$ cat config.mk
export PLATFORM = sky130hd
export DESIGN_NAME = fifo_rr_arbiter
export DESIGN_NICKNAME = d
export VERILOG_FILES = /design/src/rtl/fifo_rr_arbiter.sv
export SDC_FILE = /design/constraint.sdc
export NUM_CORES = 1
export LEC_CHECK = 0
export CAP_MARGIN = 25
export CORE_ASPECT_RATIO = 1.5
export CORE_MARGIN = 2
export CORE_UTILIZATION = 43
export DETAILED_ROUTE_END_ITERATION = 10
export PLACE_DENSITY_LB_ADDON = 0.25
export SKIP_CTS_REPAIR_TIMING = 1
export SLEW_MARGIN = 30
export SYNTH_ARGS = -nofsm -noshare
export SYNTH_HDL_FRONTEND = slang
export SYNTH_SLANG_ARGS = --single-unit
$ cat constraint.sdc
create_clock -name i_clk -period 4.1 [get_ports i_clk]
set_clock_uncertainty 0.1 [all_clocks]
set_input_delay 0.615 -clock i_clk [delete_from_list [all_inputs] [get_ports i_clk]]
set_output_delay 0.615 -clock i_clk [all_outputs]
set_load 0.02 [all_outputs]
$ cat src/rtl/fifo_rr_arbiter.sv
// Round-robin drain scheduler: picks one non-empty source FIFO per cycle,
// pops it through its 0-cycle read port and registers the word plus the
// source index into a valid/ready output stage. A source can keep the grant
// for up to MAX_BURST consecutive pops while others are waiting.
module fifo_rr_arbiter #(
    parameter  int NUM_SRC   = 4,
    parameter  int DWIDTH    = 32,
    parameter  int MAX_BURST = 1,
    localparam int SIDW      = (NUM_SRC > 1) ? $clog2(NUM_SRC) : 1,
    localparam int CW        = $clog2(MAX_BURST + 1)
) (
    input  logic                      i_clk,
    input  logic                      i_rst,
    input  logic [NUM_SRC-1:0]        i_src_empty,
    input  logic [NUM_SRC*DWIDTH-1:0] i_src_rdata,
    output logic [NUM_SRC-1:0]        o_src_pop,
    output logic                      o_valid,
    input  logic                      i_ready,
    output logic [DWIDTH-1:0]         o_data,
    output logic [SIDW-1:0]           o_src_id
);

    // IDLE: output register empty; HOLD: word stalled by the consumer;
    // STREAM: a word was loaded on the last edge.
    typedef enum logic [1:0] {ST_IDLE, ST_HOLD, ST_STREAM} state_t;

    state_t          state, state_nxt;
    logic [SIDW-1:0] holder;
    logic [SIDW-1:0] winner;
    logic [CW-1:0]   cnt;
    logic [CW-1:0]   cnt_nxt;
    logic            advance;
    logic            any_src;
    logic            keep;
    logic            found;
    logic            do_pop;

    logic [DWIDTH-1:0] src_word [NUM_SRC];

    for (genvar g = 0; g < NUM_SRC; g++) begin : g_word
        assign src_word[g] = i_src_rdata[g*DWIDTH +: DWIDTH];
    end

    assign o_valid = (state != ST_IDLE);
    assign advance = ~o_valid | i_ready;
    assign any_src = ~&i_src_empty;
    assign do_pop  = advance & any_src & ~i_rst;

    // Grant selection. cnt==0 means no burst is in progress (after reset or an
    // idle cycle), so the holder does not get to keep the grant and the search
    // starts at holder+1, with the holder itself checked last.
    always_comb begin
        keep    = advance && !i_src_empty[holder] && (cnt != '0) && (cnt < CW'(MAX_BURST));
        winner  = holder;
        found   = 1'b0;
        if (!keep) begin
            for (int i = 1; i <= NUM_SRC; i++) begin
                if (!found && !i_src_empty[(int'(holder) + i) % NUM_SRC]) begin
                    winner = SIDW'((int'(holder) + i) % NUM_SRC);
                    found  = 1'b1;
                end
            end
        end
        cnt_nxt = keep ? cnt + 1'b1 : CW'(1);
    end

    // One-hot pop strobe, suppressed during reset and when the output is stalled.
    always_comb begin
        o_src_pop = '0;
        if (do_pop) o_src_pop[winner] = 1'b1;
    end

    // Next output-stage state from the handshake and source availability.
    always_comb begin
        state_nxt = state;
        if (!advance)     state_nxt = ST_HOLD;
        else if (any_src) state_nxt = ST_STREAM;
        else              state_nxt = ST_IDLE;
    end

    // State register; a word held at reset is dropped.
    always_ff @(posedge i_clk) begin
        if (i_rst) state <= ST_IDLE;
        else       state <= state_nxt;
    end

    // Output word, source id, grant holder and burst counter.
    always_ff @(posedge i_clk) begin
        if (i_rst) begin
            o_data   <= '0;
            o_src_id <= '0;
            holder   <= SIDW'(NUM_SRC - 1);
            cnt      <= '0;
        end else if (advance) begin
            if (any_src) begin
                o_data   <= src_word[winner];
                o_src_id <= winner;
                holder   <= winner;
                cnt      <= cnt_nxt;
            end else begin
                cnt      <= '0;
            end
        end
    end

    a_pop_onehot: assert property (@(posedge i_clk) $onehot0(o_src_pop));
    a_pop_nonempty: assert property (@(posedge i_clk) (o_src_pop & i_src_empty) == '0);
    a_stall_stable: assert property (@(posedge i_clk)
        (!i_rst && o_valid && !i_ready) |=> ($stable(o_data) && $stable(o_src_id)));

endmodule

==> summary.txt, run 1 <==
run status -> completed
Async S/R FF share, synth -> 0%
Worst slew margin -> 59.2%
Place WS -> 0.574 ns
Worst Path Required -> 3.38 ns
CP most frequent cell -> clkdlybuf4s50_1
critical path arrival -> 2.86 ns
area delta synth->final -> 55.9%
Die ar. -> 8190 um2
crit path launch type -> input pin
ys flops -> 38
slowest cell on the critical path -> clkdlybuf4s50_1
Post-DP HPWL -> 7.61 mm
top comb family, area -> AND-OR/OR-AND gates
CTS root buf -> clkbuf_8
Area leader share -> 23.7%
# fillers -> 639
Slew Viols, Final -> 0
Crit Path Max Fanout -> 9
distinct lib cells -> 45
Max Fclk -> 280 MHz
simple-gate area share of the yosys netlist -> 14.7%
routability cong. -> 0.786
gr ovfl total -> 0
Synth Net Count -> 502
measured slew at the worst slew-check pin -> 0.612 ns
CP Capture Type -> output pin
Synth area leader -> dfxtp_1
Pre-Repair DR Iteration Count -> 4
YS chip area -> 3210 um2
yosys cell count -> 367
most frequent cells after synthesis -> dfxtp_1 (38), o21ai_1 (36), mux2i_1 (32), nor2_1 (31), o211ai_1 (28)
critical path class -> in2out
adder share -> 0%
XOR-XNOR Cells, Area Fraction -> 0%
RSZ-0062 raised after global routing -> no
worst hold path type -> reg2reg
Mapped Avg Cell Area -> 8.75 um2
cell area after synthesis -> 3210 um2
Initial Util -> 44.4%
Final #Nets -> 650
CTS Buf Count -> 5
placed insts -> 607
P per Cell Area -> 304 nW/um2
worst path cell trace -> clkdlybuf4s50_1 -> nor2_2 -> o21a_1 -> o21ai_1 -> and2_1 -> clkdlybuf4s50_1
Seq/Total Area, Yosys -> 23.7%
die height -> 110 um
final setup fails -> 0
Clock Pin Slew Worst Setup and Hold Paths -> 0.08 ns
Row Count -> 38
clk latency late pin -> 0.29 ns
P_leak -> 0.00191 uW
Clock Sinks -> 38
final worst path period need -> 3.57 ns
Mapped Cells -> 367
main area contributors -> dfxtp_1 (24%), mux2i_1 (10%), o211ai_2 (8.6%)
AND-OR/OR-AND Cells, Area Fraction -> 42.4%
share of cells above drive strength 1 -> 14.7%
final hold vios -> 0
vias in the first global route -> 3443
H-tree depth -> 2
Bufs on Longest Clock Path -> 2
Starting DRT DRC Count -> 169
Post-synth EDFFs -> 0
count of tool warnings -> 26
Ys Warns -> 0
Worst Slack Setup Final -> 0.526 ns
via/cell ratio -> 5.78
Worst Path Buf+Inv -> 2
Peak VDD IR -> 0.203 mV
[run 1: report_power, final]
part | switching, uW | internal (uW)
clock | 146 | 120
combinational | 360 | 395
sequential | 69.0 | 433
total | 575 | 948
[run 1: final cells by class]
class                   count  area, um2  share of cell area (%)
clock buffers               5       68.8                    1.37
clock inverters             3       21.3                   0.425
inverters                   2       7.51                   0.150
multi-input cells         283       2160                    43.1
flip-flops and latches     38        761                    15.2
well taps                 100        125                    2.50
repair buffers            185       1870                    37.3
[run 1: sequential cells by signal, indices dropped and copies added (netlist names)]
register,cells
o_src_id,2
state,2
o_data,32
holder,2
[run 1: path summary, 6_finish.rpt]
kind	from	to	slack [ns]	cells after the start
worst max-delay path	i_src_empty[1]	o_src_pop[2]	0.53	6
worst min-delay path	o_src_id[1]	o_src_id[1]	0.37	2
worst max register to register	holder[0]	o_data[18]	1.76	6
worst min register to register	o_src_id[1]	o_src_id[1]	0.37	2
[run 1: metal layers]
layer / global-route usage, % / wire [um] / vias up
li1: - / - / 1753
met1: 28.3 / 4010 / 1673
met2: 46.6 / 5530 / 124
met3: 4.95 / 689 / 10
met4: 6.76 / 152 / 0
met5: 0 / 0 / -
[run 1: placed cells by master, fill, tap and decap left out, drive strengths merged, types with 8 or more instances in the layout]
cell type        n
o22ai            8
a211oi          26
or2              8
o211ai          50
o32a            25
and3            25
nor2            32
mux2i           32
dfxtp           38
buf             12
clkdlybuf4s50  173
o21ai           38
[run 1: through the flow]
stage / utilization (%) / total power, uW / hold slack (ns) / area, um2
global placement: 67.7 / 1250 / 0.344 / 4890
floorplan: - / 940 / 0.378 / 3210
detailed placement: 67.7 / 1260 / 0.348 / 4890
CTS: 68.9 / 1530 / 0.361 / 4980
finish: 69.3 / 1520 / 0.366 / 5010
global route: 69.3 / 1620 / 0.391 / 5010
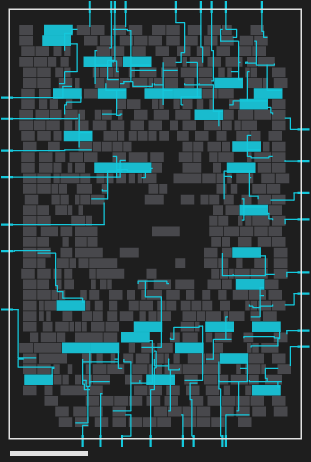
Fig. 1. Nets reached from selected ports (run 1).
Scale bar: 20 um.
o_data -> cyan  # bits 32, direction output, end cells 32, buffers 32, wire 1100 um
I/O Buffers: 173
IO Count: 174

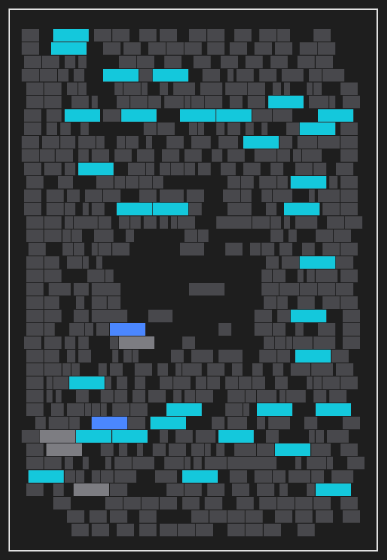
Fig. 2. Sequential cells grouped by signal name (run 1).
Other sequential cells in the stronger grey, the rest of the logic in the fainter grey.
o_data -> cyan  # flops 32, where spread over the die
holder -> blue  # flops 2
not coloured = 4
final core utilization: 69.3%
FF/Latch Area: 761 um2
fraction of area in registers: 15.2%

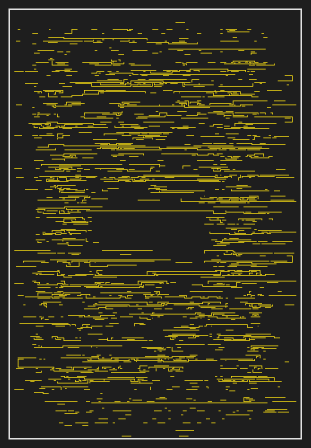
Fig. 3. The metal 1 layer (run 1).
nets with wire on the layer = 557
main direction = horizontal
wire length on this layer = 4010 um
longest straight run = 45.1 um
final WL: 10.4 mm
Via Count: 3560
GRT met1 Usage: 28.3%

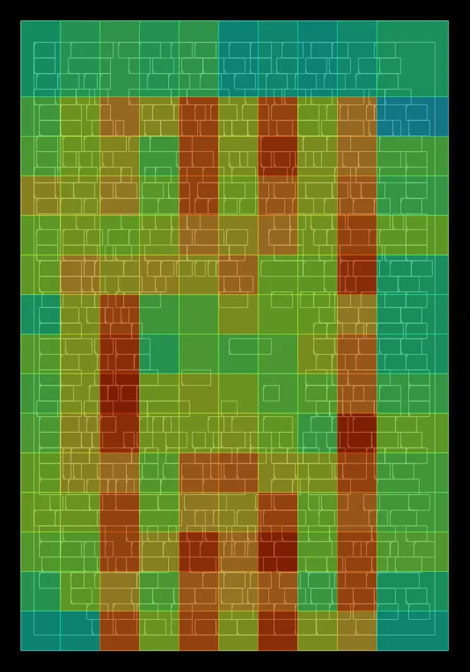
Fig. 4. Congestion heat map (run 1).
drt wl/cell: 16.9 um
Global Route met3 Usage: 4.95%
GRT Util Overall: 25.1%
met2 global-route usage: 46.6%
grt peak-use layer: met2

==> inputs of run 2 (changes only) <==
PLACE_DENSITY_LB_ADDON = 0.12   (was 0.25)
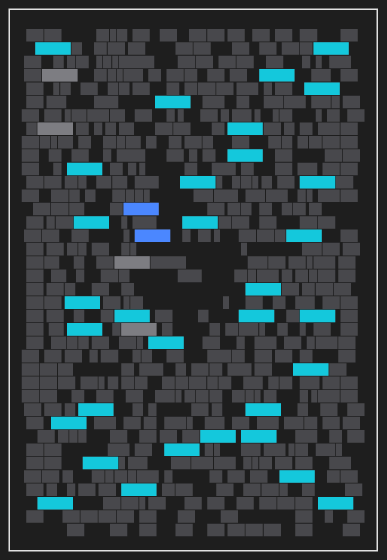
Fig. 5. Sequential cells grouped by signal name (run 2).
Other sequential cells in the stronger grey, the rest of the logic in the fainter grey.
final core utilization: 69.3%
fraction of area in registers: 15.2%
sequential cell power: 502 uW

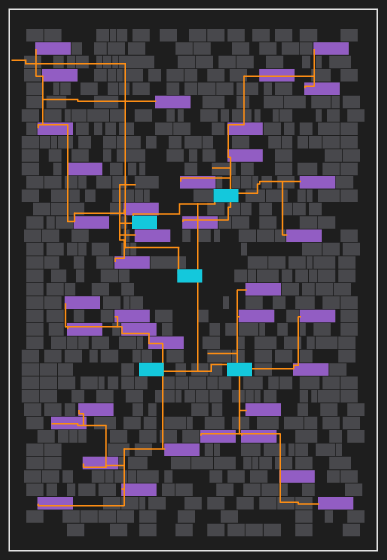
Fig. 6. Clock network drawn from the DEF (run 2).
clock wires -> orange  # length 600 um
flip-flops -> purple  # count 38
cells driving clock nets -> cyan  # count 5
flops lie = spread over the die
routed clock nets = 6
clock share of power: 20.0%
clk latency late pin: 0.29 ns
Clk. pwr: 314 uW

==> summary.txt, run 2 <==
run status -> completed
slowest cell on the critical path -> clkdlybuf4s50_1
GRT Util Overall -> 26.6%
RSZ-0062 raised after global routing -> no
most instantiated logic cell after routing -> clkdlybuf4s50_1
final setup fails -> 0
Worst Path Required -> 3.38 ns
Post-synth EDFFs -> 0
Starting DRT DRC Count -> 205
yosys cell count -> 367
ys flops -> 38
Biggest register -> o_data
final hold vios -> 0
Mapped Cells -> 367
P_leak -> 0.00192 uW
critical path arrival -> 2.80 ns
Synth Net Count -> 502
Row Count -> 38
Hold Slack -> 0.365 ns
Bufs on Longest Clock Path -> 2
Mapped Avg Cell Area -> 8.75 um2
count of tool warnings -> 26
Area after DPL -> 4900 um2
Synth area leader -> dfxtp_1
drt wl/cell -> 17.7 um
Area leader share -> 23.7%
Final #Nets -> 652
Post-DP HPWL -> 7.87 mm
Crit Path Max Fanout -> 8
vias in the first global route -> 3612
non-filler cells, final -> 618
Worst slew margin -> 37.1%
H-tree depth -> 2
Top Layout Cells -> clkdlybuf4s50_1 (173), dfxtp_1 (38), o21ai_1 (36), mux2i_1 (32), nor2_1 (31)
final worst path period need -> 3.52 ns
distinct lib cells -> 45
crit path launch type -> input pin
routability cong. -> 0.781
measured slew at the worst slew-check pin -> 0.944 ns
Initial Util -> 44.4%
CTS root buf -> clkbuf_8
CTS Buf Count -> 5
Hold Path End -> o_src_id[1]
Place WS -> 0.596 ns
max FFs per register -> 32
Clock Pin Slew Worst Setup and Hold Paths -> 0.08 ns
Clock Sinks -> 38
worst hold start -> o_src_id[1]
Slew Viols, Final -> 0
R2R Path Start -> state[1]
Peak VDD IR -> 0.238 mV
Ys Warns -> 0
YS chip area -> 3210 um2
Worst Slack Setup Final -> 0.582 ns
Die ar. -> 8190 um2
Max Fclk -> 284 MHz
Seq/Total Area, Yosys -> 23.7%
CP Capture Type -> output pin
via/cell ratio -> 5.84
gr ovfl total -> 0
Async S/R FF share, synth -> 0%
die height -> 110 um
RR Endpoint -> o_data[3]
worst path cell trace -> clkdlybuf4s50_1 -> nor2b_1 -> nor2b_1 -> o22a_1 -> and2_1 -> clkdlybuf4s50_1
Hold Path Depth -> 2
largest net degree at the start of global routing -> 82
I/O Buffers -> 173
worst hold path type -> reg2reg
placed insts -> 610
Worst R2R Path Depth -> 6
cell area after synthesis -> 3210 um2
Routed Antenna Nets -> 0
share of cells above drive strength 1 -> 15.1%
main area contributors -> dfxtp_1 (24%), mux2i_1 (10%), o211ai_2 (8.6%)
Pre-Repair DR Iteration Count -> 4
P per Cell Area -> 313 nW/um2
most frequent cells after synthesis -> dfxtp_1 (38), o21ai_1 (36), mux2i_1 (32), nor2_1 (31), o211ai_1 (28)
area delta synth->final -> 56.0%
IO Count -> 174
Design Power -> 1570 uW
Reg2Reg Setup Slack -> 2.00 ns
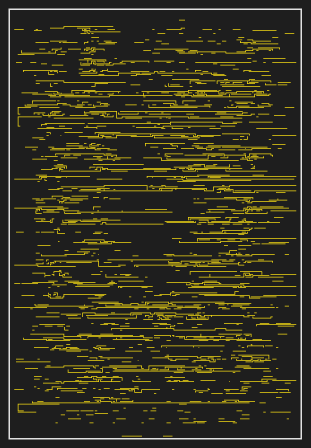
Fig. 7. The metal 1 layer (run 2).
longest straight run = 35.4 um
share of all routed wire = 39%
nets with wire on the layer = 558
main direction = horizontal
Via Count: 3607
final WL: 11.0 mm
GRT met1 Usage: 29.8%

run 2: kinds of logic after synthesis:
kind of cell / Yosys count / synth area share (%)
compound gates: 164 / 42.4
buf+inv: 46 / 9.23
simple gates: 87 / 14.7
flops: 38 / 23.7
mux: 32 / 9.97
run 2: metal layers:
metal / wire, um / vias up / track usage [%]
met5: 0 / - / 0
met4: 199 / 0 / 7.40
met3: 726 / 15 / 5.32
met2: 5740 / 139 / 49.6
met1: 4290 / 1700 / 29.8
li1: - / 1753 / -
run 2: cell type report:
| type | instances | area [um2] |
|---|---|---|
| Clock buffer | 8 | 110 |
| Fill cell | 636 | 2220 |
| Inverter | 2 | 7.51 |
| Multi-Input combinational cell | 283 | 2160 |
| Sequential cell | 38 | 761 |
| Tap cell | 100 | 125 |
| Timing Repair Buffer | 187 | 1850 |
run 2: worst max path at each step:
| stage | from | to | depth (start not counted) |
|---|---|---|---|
| floorplan | i_src_empty[1] | o_src_pop[0] | 6 |
| global placement | i_src_empty[2] | o_src_pop[3] | 6 |
| detailed placement | i_src_empty[2] | o_src_pop[3] | 6 |
| CTS | i_src_empty[2] | o_src_pop[3] | 6 |
| global route | i_src_empty[2] | o_src_pop[3] | 6 |
| finish | i_src_empty[2] | o_src_pop[3] | 6 |
run 2: worst min-delay path: cells and delay by family (launching register included):
family             cells  cell delay [ns]
AOI/OAI and AO/OA      1             0.05
DFF                    1             0.32
and+or+nand+nor        1             0.05
run 2: report_power, final:
group          total (uW)  internal, uW  switching [uW]
Sequential            502           433            68.3
Clock                 314           170             144
Combinational         755           391             363
No activity file was given, so power comes from the tool's default toggle rates.
